File: src/rtl/reset_sequencer.sv
// reset_sequencer: board-level reset conditioner. Synchronises and debounces
// asynchronous reset requests, watches lock/ready flags, stretches a reset
// pulse, then releases N_STAGES reset outputs one after another. Also keeps
// the cause of the last reset and a saturating count of reset events.
module reset_sequencer #(
  parameter int N_REQ           = 2,
  parameter int N_LOCK          = 2,
  parameter int SYNC_DEPTH      = 3,
  parameter int DEBOUNCE_CYCLES = 16,
  parameter int PULSE_CYCLES    = 32,
  parameter int N_STAGES        = 3,
  parameter int STAGE_GAP       = 4
) (
  input  logic                clk,
  input  logic                reset,
  input  logic [N_REQ-1:0]    req,
  input  logic [N_LOCK-1:0]   lock,
  output logic [N_STAGES-1:0] rst_out,
  output logic                busy,
  output logic [N_REQ:0]      cause,
  output logic [7:0]          event_count
);

  localparam int DW = $clog2(DEBOUNCE_CYCLES + 1);
  localparam int HW = (PULSE_CYCLES > 1) ? $clog2(PULSE_CYCLES) : 1;
  localparam int SW = (N_STAGES > 1) ? $clog2(N_STAGES) : 1;
  localparam int GW = (STAGE_GAP > 1) ? $clog2(STAGE_GAP) : 1;

  localparam logic [N_STAGES-1:0] ALL_ONES = '1;

  typedef enum logic [1:0] {
    HOLD,
    WAIT_LOCK,
    RELEASE,
    RUN
  } state_t;

  state_t state;

  logic [SYNC_DEPTH-1:0][N_REQ-1:0]  req_sync;
  logic [SYNC_DEPTH-1:0][N_LOCK-1:0] lock_sync;
  logic [N_REQ-1:0]                  req_s;
  logic [N_LOCK-1:0]                 lock_s;

  logic [DW-1:0]    deb_cnt [N_REQ];
  logic [N_REQ-1:0] deb_lvl;
  logic [N_REQ-1:0] deb_lvl_q;
  logic [N_REQ-1:0] req_trig;

  logic          lock_ok;
  logic          lock_loss;
  logic [N_REQ:0] trig_bits;
  logic          trig_any;

  logic [HW-1:0] hold_cnt;
  logic [SW-1:0] stage;
  logic [GW-1:0] gap;

  assign req_s  = req_sync[SYNC_DEPTH-1];
  assign lock_s = lock_sync[SYNC_DEPTH-1];

  // Synchroniser chains: inputs enter at index 0 and are used only at the end.
  always_ff @(posedge clk) begin
    // NOTE: sequential state uses <= so every flop samples pre-edge values;
    // with = the chain would collapse into a single stage.
    if (reset) begin
      req_sync  <= '0;
      lock_sync <= '0;
    end else begin
      req_sync  <= {req_sync[SYNC_DEPTH-2:0], req};
      lock_sync <= {lock_sync[SYNC_DEPTH-2:0], lock};
    end
  end

  // Debounce: a request counts once it has been seen high DEBOUNCE_CYCLES
  // synced samples in a row; any low sample drops it immediately.
  always_ff @(posedge clk) begin
    if (reset) begin
      // NOTE: this small counter array is reset explicitly (it is not a RAM);
      // a stale count after reset could turn a short glitch into a press.
      for (int i = 0; i < N_REQ; i++) deb_cnt[i] <= '0;
      deb_lvl   <= '0;
      deb_lvl_q <= '0;
    end else begin
      deb_lvl_q <= deb_lvl;
      for (int i = 0; i < N_REQ; i++) begin
        if (!req_s[i]) begin
          deb_cnt[i] <= '0;
          deb_lvl[i] <= 1'b0;
        end else begin
          if (deb_cnt[i] != DW'(DEBOUNCE_CYCLES)) deb_cnt[i] <= deb_cnt[i] + DW'(1);
          deb_lvl[i] <= (deb_cnt[i] == DW'(DEBOUNCE_CYCLES));
        end
      end
    end
  end

  assign req_trig  = deb_lvl & ~deb_lvl_q;
  assign lock_ok   = &lock_s;
  // Lock loss only matters once release has started; WAIT_LOCK already waits.
  assign lock_loss = !lock_ok && (state == RELEASE || state == RUN);
  assign trig_bits = {lock_loss, req_trig};
  assign trig_any  = |trig_bits;

  // Sequencer FSM with registered reset outputs, cause and event count.
  always_ff @(posedge clk) begin
    if (reset) begin
      state       <= HOLD;
      hold_cnt    <= '0;
      stage       <= '0;
      gap         <= '0;
      rst_out     <= ALL_ONES;
      busy        <= 1'b1;
      cause       <= '0;
      event_count <= '0;
    end else if (trig_any) begin
      // Any trigger restarts the hold pulse; only a trigger from RUN starts a
      // fresh cause record, otherwise causes pile up until release completes.
      state    <= HOLD;
      hold_cnt <= '0;
      rst_out  <= ALL_ONES;
      busy     <= 1'b1;
      cause    <= (state == RUN) ? trig_bits : (cause | trig_bits);
      if (event_count != 8'hFF) event_count <= event_count + 8'd1;
    end else begin
      case (state)
        HOLD: begin
          if (|deb_lvl) begin
            hold_cnt <= '0;
          end else if (hold_cnt == HW'(PULSE_CYCLES - 1)) begin
            hold_cnt <= '0;
            state    <= WAIT_LOCK;
          end else begin
            hold_cnt <= hold_cnt + HW'(1);
          end
        end
        WAIT_LOCK: begin
          if (lock_ok) begin
            stage <= '0;
            gap   <= '0;
            if (N_STAGES == 1) begin
              state   <= RUN;
              rst_out <= '0;
              busy    <= 1'b0;
            end else begin
              state   <= RELEASE;
              rst_out <= ALL_ONES << 1;
            end
          end
        end
        RELEASE: begin
          if (gap == GW'(STAGE_GAP - 1)) begin
            gap <= '0;
            if (stage == SW'(N_STAGES - 2)) begin
              state   <= RUN;
              rst_out <= '0;
              busy    <= 1'b0;
            end else begin
              stage   <= stage + SW'(1);
              rst_out <= ALL_ONES << (int'(stage) + 2);
            end
          end else begin
            gap <= gap + GW'(1);
          end
        end
        RUN: begin
          rst_out <= '0;
          busy    <= 1'b0;
        end
        default: begin
          state   <= HOLD;
          rst_out <= ALL_ONES;
          busy    <= 1'b1;
        end
      endcase
    end
  end

endmodule

File: config.mk
export PLATFORM = sky130hd
export DESIGN_NAME = reset_sequencer
export DESIGN_NICKNAME = d
export VERILOG_FILES = /design/src/rtl/reset_sequencer.sv
export SDC_FILE = /design/constraint.sdc
export NUM_CORES = 1
export LEC_CHECK = 0
export CORE_UTILIZATION = 36
export CTS_BUF_LIST = sky130_fd_sc_hd__clkbuf_16
export DETAILED_ROUTE_END_ITERATION = 8
export PLACE_DENSITY = 0.58
export SYNTH_ARGS = -nofsm -noshare
export SYNTH_HDL_FRONTEND = slang
export SYNTH_SLANG_ARGS = --single-unit
File: constraint.sdc
create_clock -name clk -period 4 [get_ports clk]
set_clock_uncertainty 0.1 [all_clocks]
set_input_delay 0.8 -clock clk [delete_from_list [all_inputs] [get_ports clk]]
set_output_delay 0.8 -clock clk [all_outputs]
set_load 0.005 [all_outputs]
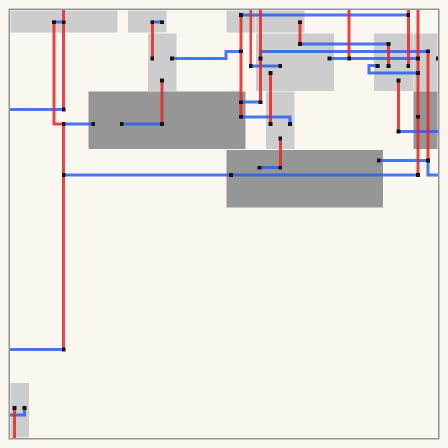
(images/zoom.png)
Region (52, 11) to (72, 31) um. Cells in gray, sequential cells in the stronger gray; small squares are vias.
layer	color
met2	red
met1	blue
netlist names of flops here include	busy (1), rst_out (1)
sequential cells in the window	2
most frequent	nand2_1 (2), dfxtp_1 (2)
cells with their middle in the window	7

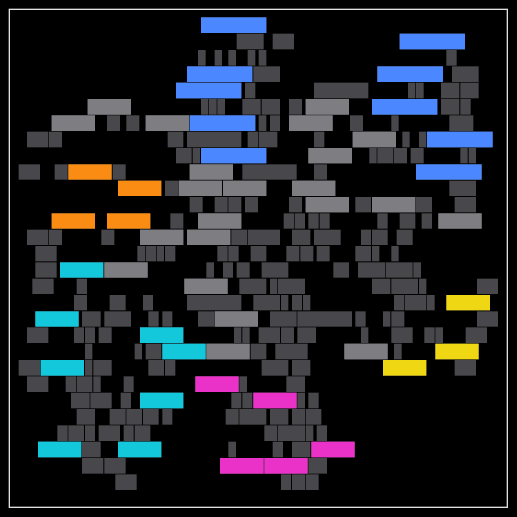
(images/registers.png)
Drawn at 6 px/um.
netlist name	color	flops
deb_cnt	blue	10
lock_sync	orange	4
rst_out	yellow	3
event_count	cyan	8
hold_cnt	magenta	5
not colored	22

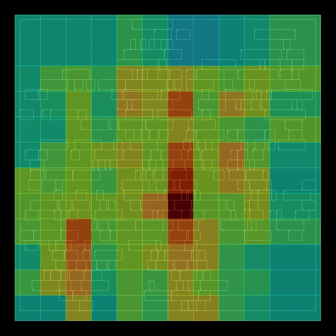
(images/final_congestion.png)
Global Route Usage Sum: 13.0%
busiest layer in global routing: met2
per-cell routed wire length: 12.2 um

==> impl_metrics.ini <==
; generated from flow reports
[power_and_ir_drop]
report.power.total_mw = 0.980
p_per_area_nw_per_um2 = 354
p_leak_nw = 1.00
ir_worst_vdd_mv = 0.176

[route]
drt-total-wl_um = 4100
vias = 1680
drc = 0
vias_per_cell = 4.99
ant_nets = 0

[final_timing]
finalCritPeriodShare_pct = 61.6
fmax_ghz = 0.406
fin_ws_ns = 1.53
finalHoldWorstSlack_ns = 0.337
final.setup.tns_ns = 0
fin_crit_ns = 2.47
final_hold_viol_count = 0
maxSlewViolCount = 0
relSlewSlack_pct = 47.2
tightestPinTransition_ns = 0.781

[floorplan]
die-height_um = 82.8
core_um2 = 6310
dieWidth_um = 82.8
ios = 21
chipArea_um2 = 6850
core.rowCount = 29

[cts]
cts.htree.levels = 2
insertion_delay_ns = 0.29
hold_buffers = 0
cts_sinks = 52
cts_resized = 0
clkTransAtPathRegs_ns = 0.07
cts_buffer_depth = 2
cts_root_buf = clkbuf_16
cts_made_buffers = 5

[logic_synthesis]
yosys_warnings = 0
syn_inst = 238
yosysTopAreaCell = dfxtp_1
synth_cell_types = 39
avgSynthCellArea_um2 = 9.87
yosysTopAreaCellShare_pct = 35.8
yosys_area_um2 = 2350
syn_nets = 261
ys_cells = 238
topCellsByArea = dfxtp_1, edfxtp_1, ha_1
synth.cell_area_um2 = 2350

[critical_path]
cp.arrival_ns = 2.54
cp_max_fo = 5
cpPeakStageDelay_ns = 0.53
critPathLaunch = hold_cnt[0]$_SDFFE_PP0N_
endpoint = state[1]$_SDFFE_PP0P_
r2r-end = state[1]$_SDFFE_PP0P_
rrSetupSlack_ns = 1.53
end_kind = register
path_cells = ha_1 > and3_1 > ha_1 > or3b_2 > a2111oi_2 > mux2i_1 > nor2_1
worst-path-stages = 7
cp.buffers_inverters = 0
ff2ff_path_depth = 7
critPathSlowestCell = a2111oi_2
cp_data_required_time_ns = 4.07
crit_top_cell = ha_1
cp_top_family = simple AND/OR/NAND/NOR gates
r2r_start = hold_cnt[0]$_SDFFE_PP0N_
start_kind = register

[layout]
mostFrequentLayoutCell = dfxtp_1
area_growth_pct = 17.7
final_cell_mix = dfxtp_1, nor2_1, nor2b_1, clkdlybuf4s50_1, a21oi_1
drive_above_1_share_pct = 5.00
final_cells = 337
layout.nets = 282
diodes = 0
utilization_pct = 43.8
final_cell_area_um2 = 2770

[placement]
dpl.cell_count = 329
gp_congestion = 0.723
dpl.hpwl_um = 2840
dpl-instance-area_um2 = 2620
io_buffers = 20

[global_route]
grt_pass1_wl_um = 6870
antenna_found_initial = 0
gr-total-overflow = 0
grt_pass1_vias = 1505

[min_path]
worstHoldPathType = register to register
hold_start = lock_sync[0]$_SDFF_PP0_

[job]
openroad.warnings = 35

[run_status]
status = completed
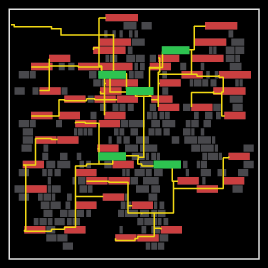
(images/clock_map.png)
Drawn at 3 px/um.
[cells driving clock nets] green | count: 5
[flip-flops] red | count: 52
[clock wires] yellow | length: 611 um
routed clock nets	6

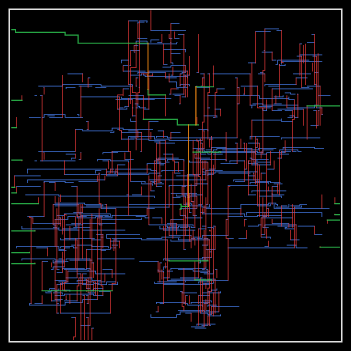
(images/metal_stack.png)
Drawn at 4 px/um.
layer	color	wire length
met3	green	153 um
met2	red	1830 um
met4	orange	41.5 um
met1	blue	2080 um

[per-layer routing]
metal | GRT usage, % | vias up | share of wire, %
met3 | 3.39 | 6 | 3.7
met1 | 18.0 | 765 | 51
met5 | 0 | - | 0
li1 | - | 879 | -
met2 | 19.7 | 30 | 45
met4 | 3.97 | 0 | 1.0
[where the power goes]
group          switching (mW)  internal [mW]  leakage, nW  total, mW
Combinational          0.0114         0.0117        0.464     0.0231
Clock                   0.183          0.231       0.0736      0.413
Sequential            0.00405          0.539        0.464      0.543
Total                   0.198          0.782         1.00      0.980
[cells in the mapped netlist (all sizes together)]
library cell   n
dfxtp         42
nor2          20
nor2b         20
a21oi         19
ha            17
inv           14
nand3         11
edfxtp        10
nand2          9
o21ai          7
or4            7
clkbuf         6
o31ai          6
nand2b         5
xor2           4
a21boi         3
and4           3
mux2i          3
nand3b         3
nor3           3
o41ai          3
and3           2
buf            2
nor3b          2
nor4b          2
or3            2
xnor2          2
a2111oi        1
a211oi         1
a2bb2oi        1
a311oi         1
a31oi          1
a41oi          1
and2           1
nand4          1
nand4b         1
nand4bb        1
or3b           1
[worst reg2reg max path, delay by kind of cell (launching register included)]
kind                       cells  cell delay [ns]
adders and majority gates      2             0.40
and+or+nand+nor                3             0.69
muxes                          1             0.25
DFF                            1             0.38
AOI/OAI and AO/OA              1             0.53
[area by class of cell]
type / count / area (um^2) / area share [%]
Inverter: 14 / 52.6 / 1.90
Timing Repair Buffer: 22 / 215 / 7.78
Clock inverter: 3 / 18.8 / 0.679
Clock buffer: 5 / 125 / 4.52
Multi-Input combinational cell: 164 / 1120 / 40.4
Sequential cell: 52 / 1140 / 41.3
Tap cell: 77 / 96.3 / 3.48
[how the worst min path moves through the flow]
stage,endpoint,depth (start not counted)
6_report,lock_sync[2]$_SDFF_PP0_,1
5_1_grt,lock_sync[3]$_SDFF_PP0_,1
4_1_cts,lock_sync[2]$_SDFF_PP0_,1
3_5_place_dp,lock_sync[2]$_SDFF_PP0_,1
3_3_place_gp,lock_sync[3]$_SDFF_PP0_,1
2_1_floorplan,lock_s[0]$_SDFF_PP0_,1
[cells by family (layout without fill, tap and decap cells)]
| family | count (synthesis) | count (layout) | synth area share [%] |
|---|---|---|---|
| and+or+nand+nor | 94 | 94 | 22.8 |
| DFF | 52 | 52 | 48.6 |
| AOI/OAI and AO/OA | 44 | 44 | 12.1 |
| buffers and inverters | 22 | 44 | 3.89 |
| adders and majority gates | 17 | 17 | 9.06 |
| xor gates and xnor gates | 6 | 6 | 2.24 |
| muxes | 3 | 3 | 1.28 |
[sequential cells by signal, summed over array words and instances, names as in the netlist, 3 cells and up]
register / cells
hold_cnt: 5
event_count: 8
cause: 3
rst_out: 3
deb_cnt: 10
req_sync: 4
lock_sync: 4
Power figures rest on the tool's default switching activity, not on a simulated workload.
